**config.mk**
```make
export PLATFORM = sky130hd
export DESIGN_NAME = sd_host_regfile
export DESIGN_NICKNAME = d
export VERILOG_FILES = /design/src/rtl/sd_host_regfile.sv
export SDC_FILE = /design/constraint.sdc
export NUM_CORES = 2
export LEC_CHECK = 0
export CAP_MARGIN = 10
export CORE_AREA = 3 3 745 747
export DETAILED_ROUTE_END_ITERATION = 10
export DIE_AREA = 0 0 748 750
export GPL_ROUTABILITY_DRIVEN = 0
export GPL_TIMING_DRIVEN = 0
export PLACE_DENSITY_LB_ADDON = 0.2
export SLEW_MARGIN = 20
export SYNTH_ARGS = -nofsm -noshare
export SYNTH_HDL_FRONTEND = slang
export SYNTH_SLANG_ARGS = --single-unit
```
**constraint.sdc**
```tcl
create_clock -name clk -period 2.5 [get_ports clk]
set_clock_uncertainty 0.1 [all_clocks]
set_input_delay 0.375 -clock clk [delete_from_list [all_inputs] [get_ports clk]]
set_output_delay 0.375 -clock clk [all_outputs]
set_load 0.05 [all_outputs]
```
**src/rtl/sd_host_regfile.sv**
```systemverilog
// sd_host_regfile: SD host register file with req/ack CPU port, byte enables, RO masking, hw update and W1C interrupt status.
// Optional feature macro SD_REGS_IRQ_EN builds the irq output; otherwise irq is tied low.
module sd_host_regfile #(
  parameter int DATA_WIDTH = 32,
  parameter int ADDR_WIDTH = 5,
  parameter int NUM_REGS = 28,
  parameter logic [NUM_REGS-1:0] RO_MASK = 28'h20F_03F0,
  parameter int INT_STAT_ADDR = 12,
  parameter int INT_ENA_ADDR = 13,
  parameter int INT_SIG_ADDR = 14,
  localparam int BE_W = DATA_WIDTH / 8
) (
  input  logic                           clk,
  input  logic                           reset,
  input  logic                           req,
  input  logic                           rw,
  input  logic [ADDR_WIDTH-1:0]          addr,
  input  logic [DATA_WIDTH-1:0]          data_in,
  input  logic [BE_W-1:0]                be,
  output logic [DATA_WIDTH-1:0]          data_out,
  output logic                           ack,
  output logic                           err,
  input  logic [NUM_REGS-1:0]            hw_we,
  input  logic [NUM_REGS*DATA_WIDTH-1:0] hw_data,
  input  logic [DATA_WIDTH-1:0]          int_set,
  output logic [NUM_REGS*DATA_WIDTH-1:0] regs_flat,
  output logic                           irq
);
  typedef enum logic {IDLE, ACK} state_e;
  state_e state_q, state_d;
  logic [NUM_REGS-1:0][DATA_WIDTH-1:0] regs_q, regs_d, hw_arr;
  logic [DATA_WIDTH-1:0] wmask, data_out_q, data_out_d;
  logic ack_q, ack_d, err_q, err_d, irq_q, irq_d;
  logic start, in_range, cpu_wr, stat_hit;
  assign hw_arr = hw_data;
  assign start = state_q == IDLE && req;
  assign in_range = 32'(addr) < NUM_REGS;
  assign cpu_wr = start && !rw && in_range;
  assign stat_hit = cpu_wr && 32'(addr) == INT_STAT_ADDR;
  always_comb begin
    wmask = '0;
    for (int k = 0; k < BE_W; k++) wmask[k*8 +: 8] = {8{be[k]}};
  end
  // hw first, then CPU merges its enabled lanes over it (CPU wins on RW, RO keeps hw)
  always_comb begin
    regs_d = regs_q;
    for (int i = 0; i < NUM_REGS; i++) begin
      if (hw_we[i]) regs_d[i] = hw_arr[i];
      if (cpu_wr && 32'(addr) == i && !RO_MASK[i]) regs_d[i] = (regs_d[i] & ~wmask) | (data_in & wmask);
    end
    regs_d[INT_STAT_ADDR] = (regs_q[INT_STAT_ADDR] & ~(stat_hit ? data_in & wmask : '0))
                          | (int_set & regs_q[INT_ENA_ADDR]);
  end
  always_comb begin
    state_d = state_q;
    ack_d = ack_q;
    err_d = err_q;
    data_out_d = data_out_q;
    if (start) begin
      state_d = ACK;
      ack_d = 1'b1;
      err_d = !in_range;
      data_out_d = (rw && in_range) ? regs_q[addr] : '0;
    end else if (state_q == ACK && !req) begin
      state_d = IDLE;
      ack_d = 1'b0;
    end
  end
`ifdef SD_REGS_IRQ_EN
  assign irq_d = |(regs_q[INT_STAT_ADDR] & regs_q[INT_SIG_ADDR]);
`else
  assign irq_d = 1'b0;
`endif
  always_ff @(posedge clk) begin
    if (reset) begin
      state_q <= IDLE;
      regs_q <= '0;
      data_out_q <= '0;
      ack_q <= 1'b0;
      err_q <= 1'b0;
      irq_q <= 1'b0;
    end else begin
      state_q <= state_d;
      regs_q <= regs_d;
      data_out_q <= data_out_d;
      ack_q <= ack_d;
      err_q <= err_d;
      irq_q <= irq_d;
    end
  end
  assign data_out = data_out_q;
  assign ack = ack_q;
  assign err = err_q;
  assign irq = irq_q;
  assign regs_flat = regs_q;
endmodule

```
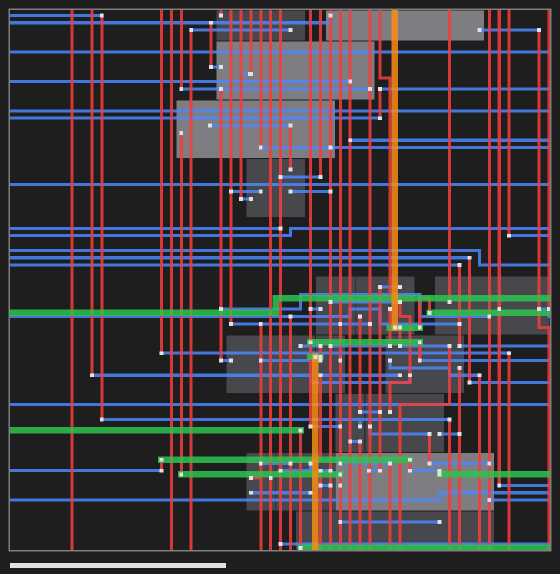
(layout detail)
Scale bar: 10 µm. Window x 174 to 199, y 175 to 200 µm. Cells in grey, sequential cells in the stronger grey; small squares are vias.
- met2: red
- met1: blue
- met4: orange
- met3: green
- sequential cells in the window: 4
- netlist names of flops here include: `regs_flat` (4)
- cells with their middle in the window: 17
- most frequent: dfxtp_1 (4), nor2_1 (3), a211oi_1 (3)

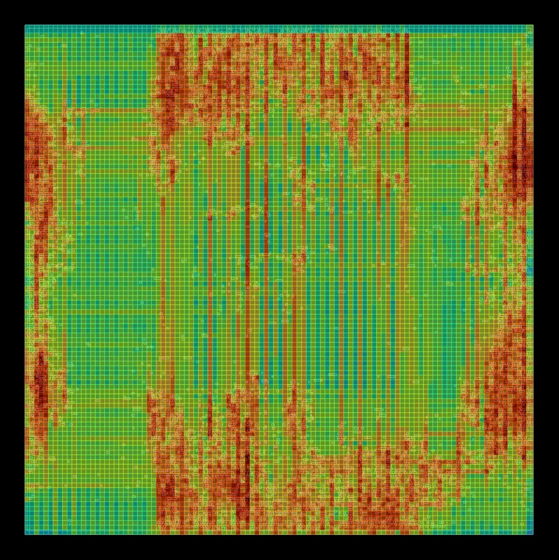
(routing congestion)
met1 Use GR: 23.34%
GRT Resource Usage Total: 21.24%

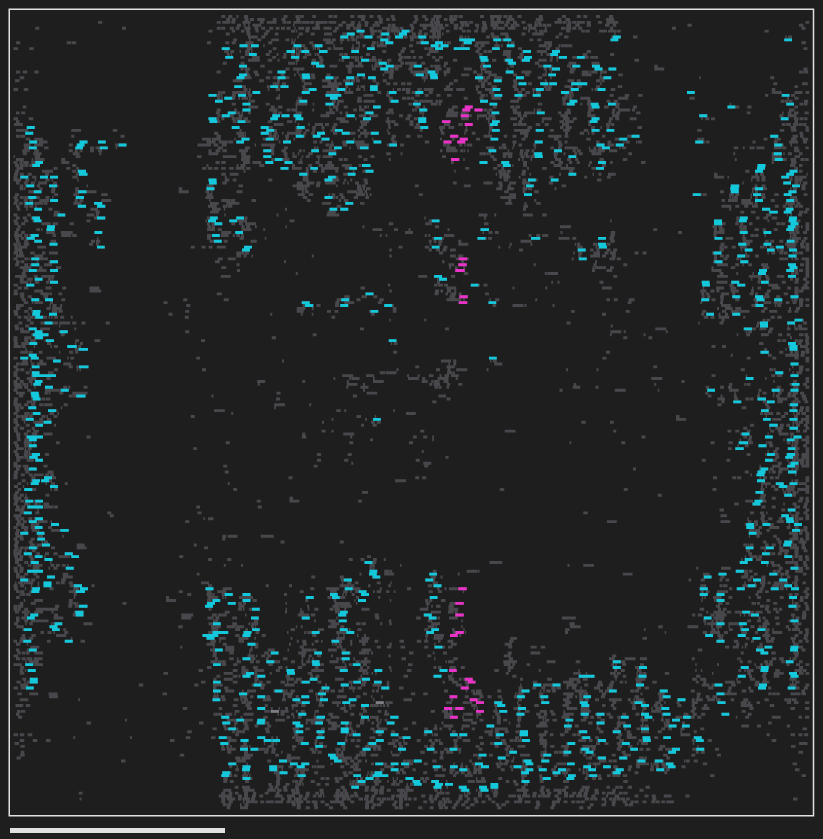
(sequential cells coloured by netlist name)
Scale bar: 200 µm. Other sequential cells in the stronger grey, the rest of the logic in the fainter grey.
- `data_out`: magenta (sequential cells 32; where a vertical strip down the middle)
- `regs_flat`: cyan (sequential cells 896; where spread over the die)
- not coloured: 2
Post-Route Utilization: 15.43%
fraction of area in registers: 22.10%
Storage cell area: 18710 µm²

==> results_slide.txt <==
Synthesis and Place & Route Summary

Run status
  – Outcome: complete, but fails checks
  – Violated checks: negative setup slack

Placement
  – Port bufs: 1835
  – Placed instance count: 13679

Pwr
  – P_seq: 0.0174 W
  – Peak supply drop: 0.0004556 V
  – Clk pwr share: 40.3%
  – Sw Ratio: 38.33%
  – Comb pwr share: 27.0%
  – Top pwr grp: the clock network
  – Seq pwr share: 32.7%
  – Static leakage: 32.76 nW
  – Clk pwr: 0.0214 W
  – Total Power: 0.05302 W

Route
  – Average wire per standard cell: 43.13 µm
  – Routed vias/inst: 3.583
  – Routed WL: 621500 µm
  – Routed wl met3: 58330 µm
  – 1st-pass router iterations: 8
  – DR vias: 51640
  – Max layer used: met5
  – Post-route ant nets: 0

Cells and area
  – ClkCell Share: 5.567%
  – Dominant class by area: non-clock buffers
  – Synthesis-to-finish area growth: 87.84%
  – Layout fillers: 61783
  – N_diodes: 53
  – Finished Cell Area: 84670 µm²
  – Most frequent cells in the layout: mux2i_1, clkdlybuf4s50_1, nor2_1
  – Number of buffers outside the clock class in the layout: 2806
  – Logic area: 25450 µm²
  – Number of clock-tree buffers in the layout: 196
  – MI comb cells: 3113
  – Layout cell share with drive strength beyond 1: 22.31%
  – Post-route insts no fill: 14411

Synthesis
  – Ys flops: 930
  – Post-synth EDFFs: 0
  – Tally of unique sky130hd cells used after synthesis: 39
  – Synthesized Nets: 5536
  – Avg Inst Size Synth: 9.941 µm²
  – Top cells by area, synth: dfxtp_1, mux2i_1, a211oi_1
  – Most common cell in the netlist: mux2i_1
  – Basic Gates by Area: 10.37%
  – Yosys cell count: 4534
  – Aoi share: 13.93%
  – Synth Area in Adders: 0.02776%
  – Yosys synthesis chip area: 45070 µm²
  – Synth top area share: 41.30%
  – Main logic family: multiplexers
  – Synth Flop Type: dfxtp_1
  – XOR/XNOR Fraction of Synth Area: 0%
  – Synth async-reset ratio: 0%
  – Ys Warns: 0
  – Top cells by count, synth: mux2i_1, dfxtp_1, nor2_1, a211oi_1, clkbuf_1
  – Mux area share: 29.69%

Global route
  – Most used routing layer: met2
  – Largest net degree at the start of global routing: 17
  – Vias in the first global route: 52644
  – Initial antenna violation count: 203
  – Global route overflow: 0

Die
  – Die W: 748 µm
  – Full die area: 561000 µm²
  – Die H: 750 µm
  – Site row count: 272
  – IO Pins: 1932
  – Starting density of the core: 8.216%

CTS
  – CTS sink cnt: 930
  – CTS Root Buffer Type: clkbuf_16
  – Cts hold-fix bufs: 415
  – CTS tree: built
  – CTS max path bufs: 4
  – Setup bufs post-CTS: 17
  – Clk Latency, worst-skew pair: 0.88 ns

Run
  – Count of tool warnings: 61

Critical path
  – Worst Setup Path Type: primary input to flop
  – Crit-path leading delay family: buffers and inverters
  – CP endpoint kind: flop
  – Worst path cell trace: buf_2 > buf_4 > buf_12 > buf_8 > mux2i_2 > a22oi_1 > a32oi_4 > a22oi_1
  – R2R cell count: 10
  – Crit Reg-Reg Endpoint: data_out[17]
  – CP max stage cell: mux2i_2
  – Worst Setup SP: addr[1]
  – Reg2reg start: state_q
  – Buf/Inv on CP: 4
  – Critical path peak fanout: 11

Worst hold path
  – Worst Hold Path EP: regs_flat[159]
  – Worst Hold Launch: hw_we[4]
  – Hold crit path type: primary input to flop

Timing
  – Final Hold Violating Endpoints: 0
  – Slew HR: 10.62%
  – Post-layout min period: 2.596 ns
  – Setup TNS Final: -0.4256 ns
  – WHS: 0.04543 ns
  – Final WS setup: -0.09628 ns
  – Fin crit share: 103.9%
  – RSZ-0062 raised after global routing: yes
  – Final setup vio count: 10
Power and IR drop assume default switching activity.
